**src/rtl/classify_ctrl.sv**
```systemverilog
// Sequencing controller for the LeNet-5 argmax stage: clears and runs the argmax
// unit per scored image and queues {tag, class} results in a small drain FIFO.
module classify_ctrl #(
  parameter int FIFO_DEPTH = 4,
  parameter int TAG_WIDTH  = 16,
  parameter int TIMEOUT    = 32
) (
  input  logic                 clk,
  input  logic                 rst,
  input  logic                 fc_done,
  output logic                 fc_hold,
  output logic                 argmax_clr,
  output logic                 argmax_en,
  input  logic                 argmax_done,
  input  logic [3:0]           argmax_result,
  output logic                 res_valid,
  input  logic                 res_ready,
  output logic [3:0]           res_class,
  output logic [TAG_WIDTH-1:0] res_tag,
  output logic [TAG_WIDTH-1:0] img_count,
  output logic                 busy,
  output logic [1:0]           err,
  input  logic                 clr_err,
  output logic [2:0]           dbg_state
);

  localparam int AW = (FIFO_DEPTH > 1) ? $clog2(FIFO_DEPTH) : 1;
  localparam int CW = AW + 1;
  localparam int TW = $clog2(TIMEOUT);
  localparam int DW = TAG_WIDTH + 4;

  localparam logic [2:0] S_IDLE    = 3'd0;
  localparam logic [2:0] S_WAIT    = 3'd1;
  localparam logic [2:0] S_CLEAR   = 3'd2;
  localparam logic [2:0] S_RUN     = 3'd3;
  localparam logic [2:0] S_CAPTURE = 3'd4;
  localparam logic [2:0] S_RELEASE = 3'd5;

  logic [2:0]           r_state;
  logic [TW-1:0]        r_cnt;
  logic [3:0]           r_result;
  logic [DW-1:0]        r_mem [FIFO_DEPTH];
  logic [AW-1:0]        r_wr;
  logic [AW-1:0]        r_rd;
  logic [CW-1:0]        r_count;
  logic                 r_res_valid;
  logic [3:0]           r_res_class;
  logic [TAG_WIDTH-1:0] r_res_tag;
  logic [TAG_WIDTH-1:0] r_img_count;
  logic                 r_fc_hold;
  logic                 r_argmax_clr;
  logic                 r_argmax_en;
  logic                 r_busy;
  logic [1:0]           r_err;

  logic [2:0]    w_nxt;
  logic          w_timeout;
  logic          w_overrun;
  logic          w_pop;
  logic          w_push;
  logic          w_full;
  logic          w_space;
  logic [AW-1:0] w_rd_nxt;
  logic [CW-1:0] w_count_nxt;
  logic [DW-1:0] w_push_data;
  logic [DW-1:0] w_head;

  assign w_pop       = r_res_valid & res_ready;
  assign w_push      = (r_state == S_CAPTURE);
  assign w_full      = (r_count == CW'(FIFO_DEPTH));
  // A pop in the same cycle frees a slot at the same edge, so it counts as space.
  assign w_space     = !w_full || w_pop;
  assign w_overrun   = fc_done && (r_state != S_IDLE);
  assign w_push_data = {r_img_count, r_result};
  assign w_rd_nxt    = w_pop ? r_rd + AW'(1) : r_rd;
  assign w_count_nxt = r_count + CW'(w_push) - CW'(w_pop);
  assign w_head      = (w_push && (r_wr == w_rd_nxt)) ? w_push_data : r_mem[w_rd_nxt];

  always_comb begin
    w_nxt     = r_state;
    w_timeout = 1'b0;
    case (r_state)
      S_IDLE:    if (fc_done) w_nxt = w_space ? S_CLEAR : S_WAIT;
      S_WAIT:    if (w_space) w_nxt = S_CLEAR;
      S_CLEAR:   w_nxt = S_RUN;
      S_RUN: begin
        if (argmax_done) begin
          w_nxt = S_CAPTURE;
        end else if (r_cnt == TW'(TIMEOUT - 1)) begin
          w_nxt     = S_RELEASE;
          w_timeout = 1'b1;
        end
      end
      S_CAPTURE: w_nxt = S_RELEASE;
      S_RELEASE: if (r_cnt == TW'(1)) w_nxt = S_IDLE;
      default:   w_nxt = S_IDLE;
    endcase
  end

  always_ff @(posedge clk) begin
    if (w_push) r_mem[r_wr] <= w_push_data;
  end

  always_ff @(posedge clk or negedge rst) begin
    if (!rst) begin
      r_state      <= S_IDLE;
      r_cnt        <= '0;
      r_result     <= '0;
      r_wr         <= '0;
      r_rd         <= '0;
      r_count      <= '0;
      r_res_valid  <= 1'b0;
      r_res_class  <= '0;
      r_res_tag    <= '0;
      r_img_count  <= '0;
      r_fc_hold    <= 1'b0;
      r_argmax_clr <= 1'b0;
      r_argmax_en  <= 1'b0;
      r_busy       <= 1'b0;
      r_err        <= '0;
    end else begin
      r_state <= w_nxt;
      r_cnt   <= (w_nxt != r_state) ? '0 : r_cnt + TW'(1);
      if (r_state == S_RUN && argmax_done) r_result <= argmax_result;
      if (w_push) begin
        r_wr        <= r_wr + AW'(1);
        r_img_count <= r_img_count + TAG_WIDTH'(1);
      end
      r_rd        <= w_rd_nxt;
      r_count     <= w_count_nxt;
      r_res_valid <= (w_count_nxt != '0);
      if (w_push || w_pop) begin
        r_res_tag   <= w_head[DW-1:4];
        r_res_class <= w_head[3:0];
      end
      // Outputs are decoded from the next state so they line up with it.
      r_argmax_clr <= (w_nxt == S_CLEAR);
      r_argmax_en  <= (w_nxt == S_RUN);
      r_fc_hold    <= (w_nxt == S_WAIT) || (w_nxt == S_CLEAR) ||
                      (w_nxt == S_RUN)  || (w_nxt == S_CAPTURE);
      r_busy       <= (w_nxt != S_IDLE);
      r_err        <= (clr_err ? 2'b00 : r_err) | {w_overrun, w_timeout};
    end
  end

  assign fc_hold    = r_fc_hold;
  assign argmax_clr = r_argmax_clr;
  assign argmax_en  = r_argmax_en;
  assign res_valid  = r_res_valid;
  assign res_class  = r_res_class;
  assign res_tag    = r_res_tag;
  assign img_count  = r_img_count;
  assign busy       = r_busy;
  assign err        = r_err;
  assign dbg_state  = r_state;

endmodule

```
**config.mk**
```make
export PLATFORM = sky130hd
export DESIGN_NAME = classify_ctrl
export DESIGN_NICKNAME = d
export VERILOG_FILES = /design/src/rtl/classify_ctrl.sv
export SDC_FILE = /design/constraint.sdc
export NUM_CORES = 1
export LEC_CHECK = 0
export CORE_UTILIZATION = 40
export CTS_CLUSTER_SIZE = 40
export DETAILED_ROUTE_END_ITERATION = 10
export PLACE_DENSITY_LB_ADDON = 0.1
export SLEW_MARGIN = 0
export SYNTH_ARGS = -nofsm -noshare
export SYNTH_HDL_FRONTEND = slang
export SYNTH_SLANG_ARGS = --single-unit
```
**constraint.sdc**
```tcl
create_clock -name clk -period 7.04 [get_ports clk]
set_clock_uncertainty 0.2 [all_clocks]
set_input_delay 0.704 -clock clk [delete_from_list [all_inputs] [get_ports clk]]
set_output_delay 0.704 -clock clk [all_outputs]
set_load 0.01 [all_outputs]
```
==> impl_metrics.yaml, run 1 <==
# flow metrics
status:
  status: "complete, no violations"
synthesis:
  ys.flops: 142
  synth.logic.top_family: "AND-OR/OR-AND gates"
  synth_simple_gate_area_share_pct: 12.3
  ys_sh_mux_pct: 3.59
  synth-xor-area-share_pct: 3.34
  netlist_area_sq_um: 6860
  common_cells: "edfxtp_1 (80), dfrtp_1 (62), inv_1 (46), nand2_1 (29), clkbuf_1 (22)"
  async_flop_share_pct: 43.7
  fa_ha_area_share_pct: 2.30
  ff_type: "edfxtp_1"
  yosys-stat-area_sq_um: 6860
  ys_types: 56
  ys_cells: 529
  ys_seq_share_pct: 57.6
  yosysWarnings: 0
  synth_top_cell_by_area: "edfxtp_1"
power:
  p_seq_share_pct: 37.8
  max-vdd-ir-drop_v: 0.000218
  combPwrFrac_pct: 37.0
  comb-power_w: 0.00118
  power_switching_w: 0.00113
  p_leak_nw: 3.02
  switching_share_pct: 35.4
cts:
  ctsResizeCount: 0
  cts_hold_buf: 0
  postCtsSetupRepairBufs: 0
  numCtsBuffers: 17
  htreeDepth: 4
  clock_path_buffers: 2
  cts_root_buffer: "clkbuf_16"
  cts_sinks: 142
grt:
  grt-ovfl-total: 0
  grt.total_usage_pct: 20.4
  grt_first_pass_wirelength_mm: 27.0
  antenna_found_initial: 0
  grt_pass1_vias: 4743
  grt_use_met1_pct: 27.3
  grt_max_degree: 64
final_layout:
  sh_comb_area_pct: 31.3
  n_antenna_cell: 0
  signal_buffers: 64
  clock_area_share_pct: 6.43
  largest_register_ffs: 80
  combGateArea_sq_um: 2520
  seq_area_sq_um: 3960
  final_layout_top_logic_cell: "edfxtp_1"
  lay_top_cells: "edfxtp_1 (80), dfrtp_1 (60), clkdlybuf4s50_1 (54), inv_1 (46), nand2_1 (29)"
  nets: 594
  drive_above_1_share_pct: 13.3
  nMultiInputCombCells: 297
  inv_count: 50
  sh_seq_area_pct: 49.0
floorplanning:
  die_h_um: 133
  rows: 47
  io_pins: 56
  die_x_um: 133
  core_sq_um: 16600
  tapCellCount: 220
timing:
  rsz0062_at_grt: "no"
  fin_ws_ns: 2.68
  setup_viol: 0
  finalHoldViolations: 0
  hold_slack_ns: 0.282
  maxSlewHeadroom_pct: 13.5
  slew_violations: 0
  period_needed_ns: 4.36
routing:
  num_vias: 4631
  post_drt_wl_per_cell_um: 20.9
  antenna_left: 0
  vias_per_cell: 5.75
  wl_met3_um: 766
  wl_met1_mm: 7.60
  wl_met2_mm: 8.08
critical_path:
  worstSetupEndpointType: "flip-flop"
  cp-endpoint: "res_tag[10]"
  r2r_slack_ns: 3.62
  cp_slowest_stage_delay_ns: 0.99
  crit_start: "res_ready"
  crit_fanout: 44
  path_cells: "clkdlybuf4s50_1 > buf_4 > nand2_2 > inv_2 > xnor3_1 > a31o_1 > o221ai_2"
placed_design:
  dp_worst_setup_slack_ns: 2.22
  place_congestion: 0.721
job:
  warnings: 31
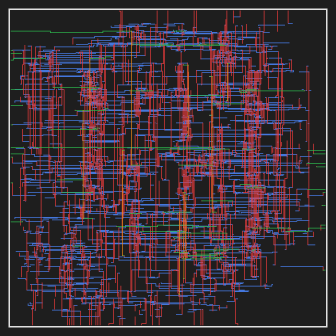
Fig. 1. Metal layers overlaid (run 1).
M3: marked green, wire length 767 um. M1: marked blue, wire length 7600 um. M4: marked orange, wire length 369 um. M2: marked red, wire length 8080 um.

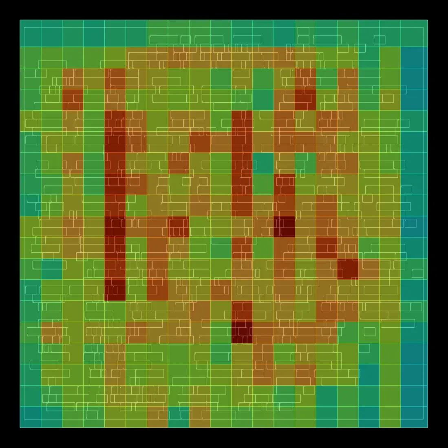
Fig. 2. Routing congestion (run 1).
final core occ: 48.5%
met2 Use GR: 32.3%
grt met3 use: 4.60%

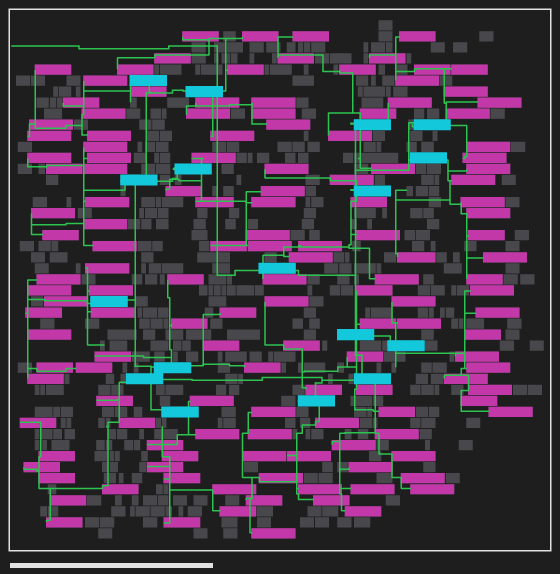
Fig. 3. Clock distribution (run 1).
Scale bar: 50 um.
clock wires: marked green, length 1780 um. clock-net drivers: marked cyan, count 17. flip-flops: marked magenta, count 142.
There are 18 routed clock nets. Position of the flops: spread over the die.
share of total power in the clock network: 25.3%
Clock Latency Late Sink: 0.42 ns
clk pwr: 0.000804 W

Fig. 4: run 1, met2 routing
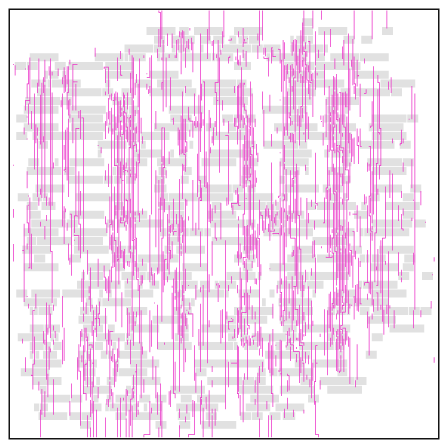

--- run 2 (diff from run 1) ---
Clock period 7.04 ns to 4.1 ns, I/O delays scaled along.
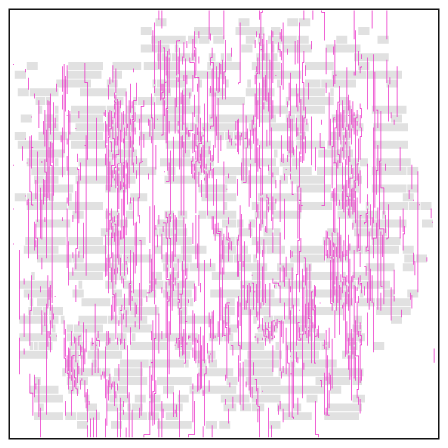
Fig. 5. Met2 routing (run 2).
511 nets have wire on it. The layer carries 8040 um of wire. The layer holds 49% of the routed length.
met2 Use GR: 32.5%
total number of vias: 4598

==> run 2 against run 1 <==
Global-route usage is 0.33 points lower; sequential cell count stayed put; highest routed layer unchanged; clock power is 110% higher; wire length is 1.5% lower; setup slack worse by 1.4 ns; largest power group unchanged; power is 81% higher; via count is 0.71% lower; sequential power is 78% higher; critical endpoint is now res_valid; synthesized cell count stayed put.
==> impl_metrics.yaml, run 2 <==
# flow metrics
status:
  status: "complete, no violations"
critical_path:
  r2r_slack_ns: 1.24
  cp-start-kind: "flip-flop"
  r2r_end: "res_valid"
  crit_required_ns: 4.19
  cp.buffers_inverters: 3
  crit_start: "dbg_state[0]"
  cp.depth: 8
  path_cells: "nor3_4 > inv_2 > ha_1 > ha_1 > inv_1 > fa_1 > inv_1 > or3_1"
  reg2reg_depth: 8
  cpMaxStageDelayCell: "nor3_4"
  worstSetupEndpointType: "flip-flop"
  cp-endpoint: "res_valid"
  path_class: "reg2reg"
  cp_slowest_stage_delay_ns: 0.55
  crit_fanout: 13
synthesis:
  syn_avg_cell_area_sq_um: 13.0
  synth_simple_gate_area_share_pct: 12.3
  ys_seq_share_pct: 57.6
  synth-xor-area-share_pct: 3.34
  synthCells: 529
  ys_types: 56
  yosys-stat-area_sq_um: 6860
  synth.logic.top_family: "AND-OR/OR-AND gates"
  ys_sh_mux_pct: 3.59
  ys_cells: 529
  fa_ha_area_share_pct: 2.30
  edf_count: 80
  ys.flops: 142
  syn-num-nets: 551
  netlist_area_sq_um: 6860
  synthMostInstantiatedCell: "edfxtp_1"
  async_flop_share_pct: 43.7
  ff_type: "edfxtp_1"
  synth_top_cell_by_area: "edfxtp_1"
  yosysWarnings: 0
  ys_sh_aoi_pct: 15.3
  common_cells: "edfxtp_1 (80), dfrtp_1 (62), inv_1 (46), nand2_1 (29), clkbuf_1 (22)"
cts:
  ctsResizeCount: 0
  numCtsBuffers: 17
  clock_path_buffers: 2
  cts_root_buffer: "clkbuf_16"
  cts_hold_buf: 0
  postCtsSetupRepairBufs: 0
  clkSlewWorstSetupHoldPaths_ns: 0.06
  htreeDepth: 4
  insertion_delay_ns: 0.42
  cts_sinks: 142
final_layout:
  design_area_sq_um: 8230
  sh_seq_area_pct: 48.1
  nFillCells: 1429
  largest_register_ffs: 80
  drive_above_1_share_pct: 14.6
  clock_area_share_pct: 7.77
  inv_count: 50
  sh_comb_area_pct: 30.7
  largest-register: "r_mem"
  n_antenna_cell: 0
  seq_area_sq_um: 3960
  final_util_pct: 49.5
  combGateArea_sq_um: 2520
  nets: 599
  lay_top_cells: "edfxtp_1 (80), dfrtp_1 (60), clkdlybuf4s50_1 (54), inv_1 (46), nand2_1 (29)"
  flow.area_growth_from_synthesis_pct: 20.0
  final_layout_top_logic_cell: "edfxtp_1"
  signal_buffers: 69
  nMultiInputCombCells: 297
  flops: 142
placed_design:
  dp_worst_setup_slack_ns: 0.852
  io_buffer_count: 55
  place_congestion: 0.759
power:
  comb-power_w: 0.00196
  total_power_w: 0.00575
  max-vdd-ir-drop_v: 0.000323
  combPwrFrac_pct: 34.0
  p_seq_share_pct: 37.1
  switching_share_pct: 33.8
  p_leak_nw: 3.09
  power_switching_w: 0.00194
  clockPowerShare_pct: 28.9
  clk-power_w: 0.00166
  p_int_w: 0.00381
grt:
  grt_busiest_layer: "met2"
  grt.total_usage_pct: 20.1
  met3_usage_pct: 3.64
  grt-ovfl-total: 0
  grt_use_met1_pct: 27.0
  grt_first_pass_wirelength_mm: 26.6
  grt_max_degree: 47
  grt_pass1_vias: 4768
  antenna_found_initial: 0
routing:
  drt_iter0_drc: 242
  wl_met3_um: 696
  post_drt_wl_per_cell_um: 20.5
  antenna_left: 0
  wl_met1_mm: 7.54
  vias_per_cell: 5.68
  wl_met2_mm: 8.04
  post-route-drc-count: 0
floorplanning:
  io_pins: 56
  die_x_um: 133
  rows: 47
  tapCellCount: 220
  initCoreUtil_pct: 41.2
  core_sq_um: 16600
  die_h_um: 133
timing:
  rsz0062_at_grt: "no"
  hold_slack_ns: 0.00605
  fin_ws_ns: 1.24
  period_needed_ns: 2.86
  slew_violations: 0
  setup_viol: 0
  finalHoldViolations: 0
  maxSlewHeadroom_pct: 25.5
  clock.fmax_ghz: 0.349
hold_path:
  holdCritPathClass: "in2async"
job:
  warnings: 31
  max-cap-violations: 0
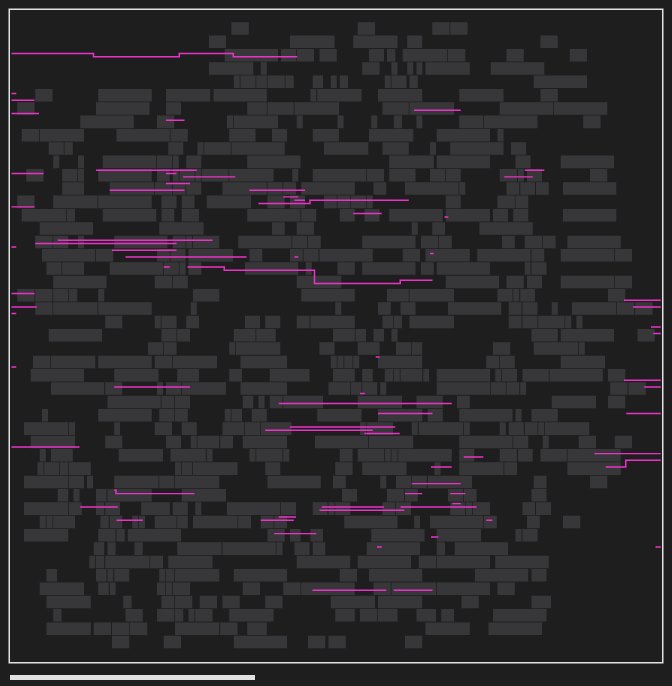
Fig. 6. Signal wires on met3 (run 2).
Scale bar: 50 um.
The layer holds 4.2% of the routed length. The longest straight run is 35.0 um.

Fig. 7: run 2, routing congestion
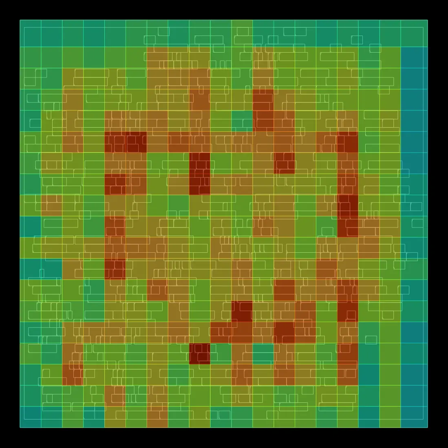

--- run 3 (diff from run 2) ---
Clock period 4.1 ns to 2.45 ns, I/O delays scaled along.
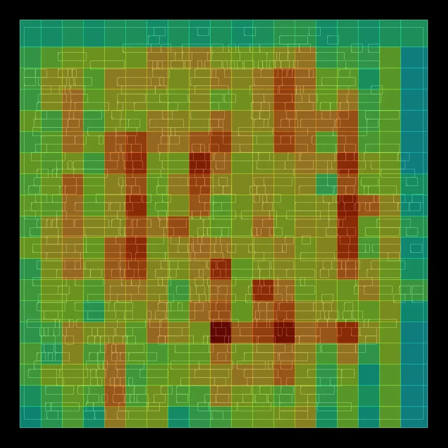
Fig. 8. Routing congestion (run 3).
met2 Use GR: 31.4%
WL/cell: 20.1 um
gr busiest metal: met2

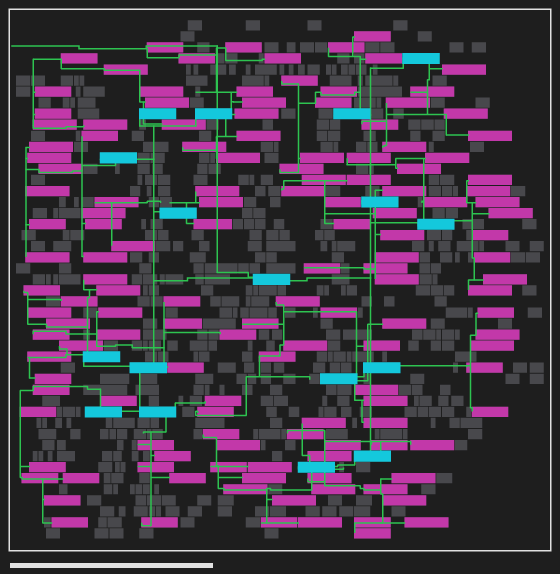
Fig. 9. Clock distribution (run 3).
Scale bar: 50 um.
clock-net drivers: marked cyan, count 17. clock wires: marked green, length 1800 um. flip-flops: marked magenta, count 142.
There are 18 routed clock nets.

==> run 3 against run 2 <==
Critical path depth rose by 1; setup slack got worse by 1.1 ns; synthesized area unchanged; non-clock buffer count is 34 higher; sequential share of layout area shrank 1.3 points; global-route usage is 0.50 points higher; worst hold slack better by 0.15 ns; design area increased by 2.8%; highest routed layer unchanged.
==> impl_metrics.yaml, run 3 <==
# flow metrics
status:
  status: "complete, no violations"
power:
  combPwrFrac_pct: 38.7
  clockPowerShare_pct: 25.7
  comb-power_w: 0.00368
  p_seq_share_pct: 35.6
  p_int_w: 0.00623
  maxPowerGroup: "combinational logic"
  p_leak_nw: 3.24
  power_switching_w: 0.00329
  max-vdd-ir-drop_v: 0.000536
  clk-power_w: 0.00245
  total_power_w: 0.00953
  switching_share_pct: 34.6
grt:
  grt_first_pass_wirelength_mm: 27.2
  antenna_found_initial: 0
  grt_max_degree: 45
  grt_pass1_vias: 4866
  grt.total_usage_pct: 20.6
  grt-ovfl-total: 0
  met3_usage_pct: 4.18
final_layout:
  largest_register_ffs: 80
  final_util_pct: 50.9
  nets: 633
  flow.area_growth_from_synthesis_pct: 23.3
  final_layout_top_logic_cell: "edfxtp_1"
  sh_seq_area_pct: 46.7
  combGateArea_sq_um: 2530
  sh_comb_area_pct: 29.9
  n_antenna_cell: 0
  clock_area_share_pct: 6.56
  nMultiInputCombCells: 297
  design_area_sq_um: 8460
  largest-register: "r_mem"
  signal_buffers: 103
  inv_count: 50
  nFillCells: 1465
  flops: 142
critical_path:
  crit_start: "dbg_state[2]"
  crit_required_ns: 2.54
  path_class: "reg2reg"
  cpMaxStageDelayCell: "fa_1"
  crit_fanout: 3
  cp.buffers_inverters: 4
  cp_slowest_stage_delay_ns: 0.47
  cp-endpoint: "res_valid"
  r2r_end: "res_valid"
  path_cells: "inv_2 > nor3_4 > inv_2 > ha_1 > ha_1 > inv_1 > fa_1 > inv_1 > or3_1"
  worstSetupEndpointType: "flip-flop"
  r2r_slack_ns: 0.12
  reg2reg_depth: 9
  cp.depth: 9
  cp-start-kind: "flip-flop"
synthesis:
  ys.flops: 142
  synthMostInstantiatedCell: "edfxtp_1"
  yosys-stat-area_sq_um: 6860
  syn_avg_cell_area_sq_um: 13.0
  fa_ha_area_share_pct: 2.30
  ys_seq_share_pct: 57.6
  ff_type: "edfxtp_1"
  ys_sh_aoi_pct: 15.3
  async_flop_share_pct: 43.7
  ys_cells: 529
  synth.logic.top_family: "AND-OR/OR-AND gates"
  synth-xor-area-share_pct: 3.34
  synthCells: 529
  syn-num-nets: 551
  netlist_area_sq_um: 6860
  yosysWarnings: 0
  edf_count: 80
  ys_types: 56
  synth_top_cell_by_area: "edfxtp_1"
cts:
  clock_path_buffers: 2
  cts_hold_buf: 1
  insertion_delay_ns: 0.42
  postCtsSetupRepairBufs: 0
  clkSlewWorstSetupHoldPaths_ns: 0.06
  cts_sinks: 142
  htreeDepth: 4
  ctsResizeCount: 0
  numCtsBuffers: 17
routing:
  num_vias: 4747
  vias_per_cell: 5.63
  antenna_left: 0
  post-route-drc-count: 0
  wl_met2_mm: 7.78
  drt_iter0_drc: 248
  wl_met3_um: 700
  wl_met1_mm: 7.95
timing:
  setup_viol: 0
  clock.fmax_ghz: 0.430
  finalHoldViolations: 0
  slew_violations: 0
  maxSlewHeadroom_pct: 54.7
  tightest_slew_ns: 0.672
  period_needed_ns: 2.33
  rsz0062_at_grt: "no"
  hold_slack_ns: 0.153
  fin_ws_ns: 0.122
floorplanning:
  initCoreUtil_pct: 41.2
  core_sq_um: 16600
  die_h_um: 133
  io_pins: 56
  tapCellCount: 220
  die_x_um: 133
placed_design:
  place_congestion: 0.783
  dp_worst_setup_slack_ns: -0.103
  io_buffer_count: 55
job:
  max-cap-violations: 0
  warnings: 31
hold_path:
  holdCritPathClass: "in2async"
Power is estimated from default activity; no workload was simulated.
